## src/rtl/wb_port_arbiter_pkg.sv

```systemverilog
// wb_port_arbiter_pkg: shared widths, FSM encoding and helpers for the
// write-back port arbiter (wb_port_arbiter, wb_rr_pick).
package wb_port_arbiter_pkg;

    localparam int REG_ADDR_W = 5;
    localparam int DATA_W     = 32;
    localparam int STALL_W    = 16;

    typedef enum logic [1:0] {
        IDLE = 2'd0,
        WB0  = 2'd1,
        WB1  = 2'd2
    } wb_state_t;

    typedef struct packed {
        logic [REG_ADDR_W-1:0] addr;
        logic [DATA_W-1:0]     data;
    } wb_req_t;

    function automatic logic [STALL_W-1:0] sat_inc(
        input logic [STALL_W-1:0] c
    );
        return (&c) ? c : c + STALL_W'(1);
    endfunction

endpackage

```

## src/rtl/wb_rr_pick.sv

```systemverilog
// wb_rr_pick: two-port grant selection. Ports: valid0/valid1 requests,
// last_grant pointer in; one-hot gnt0/gnt1 out. Macro WB_ARB_RR_EN.
module wb_rr_pick (
    input  logic valid0,
    input  logic valid1,
    input  logic last_grant,
    output logic gnt0,
    output logic gnt1
);

`ifndef WB_ARB_RR_EN
    // Fixed priority ignores the pointer; keep it visibly consumed.
    logic unused_last_grant;
    assign unused_last_grant = last_grant;
`endif

    always_comb begin
        gnt0 = 1'b0;
        gnt1 = 1'b0;
        case ({valid1, valid0})
            2'b01: gnt0 = 1'b1;
            2'b10: gnt1 = 1'b1;
            2'b11: begin
`ifdef WB_ARB_RR_EN
                // The port that did not win last time goes first.
                gnt0 = last_grant;
                gnt1 = ~last_grant;
`else
                // Mul/div results are rarer and longer-lived: favour them.
                gnt1 = 1'b1;
`endif
            end
            default: ;
        endcase
    end

endmodule

```

## src/rtl/wb_port_arbiter.sv

```systemverilog
// wb_port_arbiter: merges ALU (port 0) and mul/div (port 1) write-backs
// onto one registered RF write port. Ports: clk, reset (sync, active-high),
// reqN_valid/addr/data in, reqN_ready out, rf_we/rf_waddr/rf_wdata out,
// stall_cnt (saturating refused-cycle count). Macro WB_ARB_RR_EN selects
// round-robin instead of fixed port-1 priority.
module wb_port_arbiter
    import wb_port_arbiter_pkg::*;
(
    input  logic                  clk,
    input  logic                  reset,
    input  logic                  req0_valid,
    input  logic [REG_ADDR_W-1:0] req0_addr,
    input  logic [DATA_W-1:0]     req0_data,
    output logic                  req0_ready,
    input  logic                  req1_valid,
    input  logic [REG_ADDR_W-1:0] req1_addr,
    input  logic [DATA_W-1:0]     req1_data,
    output logic                  req1_ready,
    output logic                  rf_we,
    output logic [REG_ADDR_W-1:0] rf_waddr,
    output logic [DATA_W-1:0]     rf_wdata,
    output logic [STALL_W-1:0]    stall_cnt
);

    wb_state_t             state_q;
    wb_state_t             state_d;
    logic                  last_grant_q;
    logic [REG_ADDR_W-1:0] waddr_q;
    logic [DATA_W-1:0]     wdata_q;
    logic [STALL_W-1:0]    stall_q;

    logic    gnt0;
    logic    gnt1;
    logic    xfer0;
    logic    xfer1;
    logic    stall;
    wb_req_t sel;

    wb_rr_pick u_pick (
        .valid0     (req0_valid),
        .valid1     (req1_valid),
        .last_grant (last_grant_q),
        .gnt0       (gnt0),
        .gnt1       (gnt1)
    );

    // No handshake completes while reset is held.
    assign req0_ready = gnt0 & ~reset;
    assign req1_ready = gnt1 & ~reset;

    assign xfer0 = req0_valid & req0_ready;
    assign xfer1 = req1_valid & req1_ready;

    assign stall = (req0_valid & ~req0_ready)
                 | (req1_valid & ~req1_ready);

    always_comb begin
        sel = '0;
        unique case (1'b1)
            xfer1:   sel = '{addr: req1_addr, data: req1_data};
            xfer0:   sel = '{addr: req0_addr, data: req0_data};
            default: ;
        endcase
    end

    always_comb begin
        state_d = IDLE;
        unique case (1'b1)
            xfer0:   state_d = WB0;
            xfer1:   state_d = WB1;
            default: ;
        endcase
    end

    always_ff @(posedge clk) begin
        if (reset) begin
            state_q      <= IDLE;
            last_grant_q <= 1'b1;
            waddr_q      <= '0;
            wdata_q      <= '0;
            stall_q      <= '0;
        end else begin
            state_q <= state_d;
            if (xfer0 | xfer1) begin
                last_grant_q <= xfer1;
                waddr_q      <= sel.addr;
                wdata_q      <= sel.data;
            end
            if (stall) begin
                stall_q <= sat_inc(stall_q);
            end
        end
    end

    // x0 is hard-wired zero: a write to it is accepted but never enabled.
    assign rf_we     = (state_q != IDLE) && (waddr_q != '0);
    assign rf_waddr  = waddr_q;
    assign rf_wdata  = wdata_q;
    assign stall_cnt = stall_q;

endmodule
```

## config.mk

```make
export PLATFORM = sky130hd
export DESIGN_NAME = wb_port_arbiter
export DESIGN_NICKNAME = d
export VERILOG_FILES = /design/src/rtl/wb_port_arbiter_pkg.sv /design/src/rtl/wb_rr_pick.sv /design/src/rtl/wb_port_arbiter.sv
export SDC_FILE = /design/constraint.sdc
export NUM_CORES = 1
export LEC_CHECK = 0
export CAP_MARGIN = 20
export CORE_MARGIN = 4
export CORE_UTILIZATION = 41
export CTS_BUF_LIST = sky130_fd_sc_hd__clkbuf_8
export CTS_CLUSTER_DIAMETER = 150
export DETAILED_ROUTE_END_ITERATION = 10
export PLACE_DENSITY = 0.9
export SETUP_SLACK_MARGIN = 0.4
export SLEW_MARGIN = 20
export SYNTH_ARGS = -nofsm -noshare
export SYNTH_HDL_FRONTEND = slang
export SYNTH_SLANG_ARGS = --single-unit
```

## constraint.sdc

```tcl
create_clock -name clk -period 1.75 [get_ports clk]
set_clock_uncertainty 0.05 [all_clocks]
set_input_delay 0.2625 -clock clk [delete_from_list [all_inputs] [get_ports clk]]
set_output_delay 0.2625 -clock clk [all_outputs]
set_load 0.02 [all_outputs]
```

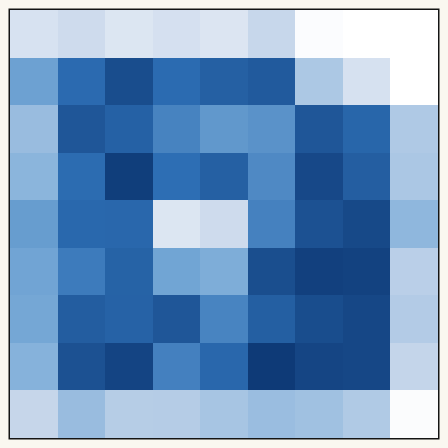
Figure 1: placement density heat map.
The die is cut into 9 by 9 equal tiles; white is low, dark blue is high, 0 to 100% covered.
emptiest ninth of the die: top right
nearly empty tiles: 6.2%
mean over tiles: 57%

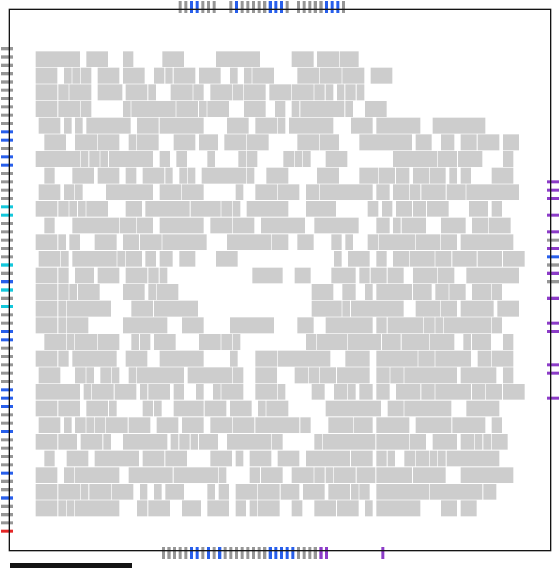
Figure 2: pin placement.
Scale bar: 20 µm. Pins as bars across the die edge, other pins in grey.
[`clk`] red | pins: 1 | direction: input | edge: left
[`rf_wdata`] blue | pins: 32 | direction: output | edge: 13 left, 9 top, 9 bottom, 1 right
[`req1_addr`] cyan | pins: 5 | direction: input | edge: left
[`stall_cnt`] purple | pins: 16 | direction: output | edge: 13 right, 3 bottom
all pins by edge: 59 left, 31 bottom, 27 top, 17 right

==> impl_metrics.env <==
# source this file to load flow results
export IMPL_fp_row_count=28
export IMPL_grt_start_max_net_pins=75
export IMPL_synth_logic_top_family="simple AND/OR/NAND/NOR gates"
export IMPL_hold_path_class="input port to flip-flop"
export IMPL_yosys_area_mm2=0.002641
export IMPL_warnings=29
export IMPL_critical_path_buf_inv_count=1
export IMPL_grt_setup_unrepaired="true"
export IMPL_cts_htree_levels=2
export IMPL_maxCapViolCount=0
export IMPL_use_met3=0.09125
export IMPL_taps=75
export IMPL_synth_most_common_cell="nor2_1"
export IMPL_largestClassByArea="logic gates"
export IMPL_min_to="stall_cnt[8]"
export IMPL_dp_hpwl_um=6068
export IMPL_ys_warn_count=0
export IMPL_num_vias=2920
export IMPL_setup_tns_ns=-0.06695
export IMPL_dp_cells=513
export IMPL_gp_congestion=0.7796
export IMPL_antenna_found_initial=0
export IMPL_postCtsSetupRepairBufs=22
export IMPL_comb_power_share=0.242
export IMPL_antenna_left=0
export IMPL_slew_violations=0
export IMPL_synthCells=316
export IMPL_yosysTopAreaCell="dfxtp_1"
export IMPL_fin_ws_ns=-0.06695
export IMPL_layoutNonFillerInstCount=545
export IMPL_drt_wl_total_um=8997
export IMPL_cp_endpoint="rf_we"
export IMPL_use_met1=0.2364
export IMPL_cellInternalPower_mw=1.920
export IMPL_wl_met2_um=4637
export IMPL_slew_headroom=0.6611
export IMPL_drt_first_pass_iters=5
export IMPL_syn_nets=395
export IMPL_common_cells="nor2_1 (82), dfxtp_1 (55), a21oi_1 (50)"
export IMPL_comb_share=0.3639
export IMPL_crit_family="simple AND/OR/NAND/NOR gates"
export IMPL_critPathMaxStageDelay_ns=0.51
export IMPL_top_cells_by_area="dfxtp_1 (42%), mux2i_1 (14%), nor2_1 (12%)"
export IMPL_fp_util=0.4333
export IMPL_layout_nonclk_buf_frac=0.3381
export IMPL_busiest_layer="met2"
export IMPL_ctsRootBufferMaster="clkbuf_8"
export IMPL_grt_ovfl_total=0
export IMPL_violations="setup timing"
export IMPL_wl_met3_um=835
export IMPL_post_route_cell_area_mm2=0.004514
export IMPL_synth_xor_area_share=0
export IMPL_grt_total_usage=0.2292
export IMPL_drive_gt1_frac=0.2702
export IMPL_clk_latency_ns=0.31
export IMPL_leakagePower_nw=1.940
export IMPL_seq_area_mm2=0.001160
export IMPL_use_met2=0.4290
export IMPL_slowest_stage="or4_1"
export IMPL_status="finished, violations left"
export IMPL_drt_drc_violations_left=0
export IMPL_mux_share=0.1739
export IMPL_portBuffers=133
export IMPL_areaGrowthSynthToFinish_pct=70.91
export IMPL_rr_worst_depth=4
export IMPL_synth_main_ff_cell="dfxtp_1"
export IMPL_worstSetupEndpointType="output pin"
export IMPL_yosys_cells=316
export IMPL_p_per_area_mw_per_mm2=597.7
export IMPL_pin_count=134
export IMPL_top_layer="met4"
export IMPL_cts_resized=124
export IMPL_fp_dieW_um=88.27
export IMPL_rr_startpoint="stall_cnt[2]"
export IMPL_drt_iter0_markers=88
export IMPL_logic_area_mm2=0.001643
export IMPL_hold_viol_final=0
export IMPL_synth_edff_count=0
export IMPL_dpl_instance_area_mm2=0.004150
export IMPL_critical_path_required_ns=1.44
export IMPL_finalCritPeriodShare=1.038
export IMPL_min_period_ns=1.817
export IMPL_inv_count=2
export IMPL_worst_slew_pin_transition_ns=0.5084
export IMPL_switching_power_mw=0.7786
export IMPL_holdWs_ns=0.2016
export IMPL_diodes=0
export IMPL_rrSetupSlack_ns=0.19
export IMPL_whs_path_depth=2
export IMPL_fmax_ghz=0.5504
export IMPL_clock_power_mw=0.708
export IMPL_min_from="reset"
export IMPL_num_multi_input_gates=236
export IMPL_swShare=0.2885
export IMPL_cts_buffers=5
export IMPL_pg_comb_mw=0.654
export IMPL_wl_per_cell_um=16.51
export IMPL_p_seq_mw=1.34
export IMPL_numSynthFlops=55
export IMPL_clkTransAtPathRegs_ns=0.10
export IMPL_synth_distinct_cells=35
export IMPL_cp_depth=3
export IMPL_n_fill_cell=428
export IMPL_clk_path_buf_depth=2
export IMPL_simple_gate_share=0.2307
export IMPL_setup_viol=1
export IMPL_cts_tree="yes"
export IMPL_start_kind="flip-flop"
export IMPL_fin_util=0.7406
export IMPL_reg2reg_to="stall_cnt[10]"
export IMPL_grt_pass1_vias=2941
export IMPL_syn_area_per_cell_um2=8.358
export IMPL_buffers_excl_clock=169
export IMPL_syn_cell_area_mm2=0.002641
export IMPL_async_reset_ff_frac=0
export IMPL_power_top_group="sequential cells"
export IMPL_seq_area_frac=0.2569
export IMPL_met1_length_um=3311
export IMPL_p_clk_frac=0.262
export IMPL_clock_buffers=5
export IMPL_cts_hold_buf=0
export IMPL_ir_worst_vdd_uv=394.6
[worst reg2reg max path: cells and delay by family (launching register included)]
kind            cells  cell delay [ns]
simple gates        3             0.91
compound gates      1             0.15
flops               1             0.36
[placed cells by master, fill, tap and decap left out, drive strengths merged, types with 2 or more instances in the layout]
cell / n
nand4: 8
nor3: 2
nand3: 4
o31ai: 4
nor2b: 9
nor2: 82
mux2: 7
and4: 3
buf: 51
or4: 5
dfxtp: 55
nor3b: 2
nand2b: 2
dlygate4sd2: 9
inv: 4
nand2: 2
or3: 3
clkdlybuf4s50: 74
and2: 4
clkbuf: 13
a21oi: 50
clkdlybuf4s15: 27
o21ai: 3
mux2i: 38
[registers in the layout, summed over array words and instances, names as in the netlist]
| signal | count |
|---|---|
| stall_cnt | 16 |
| state_q | 2 |
| rf_wdata | 32 |
| rf_waddr | 5 |
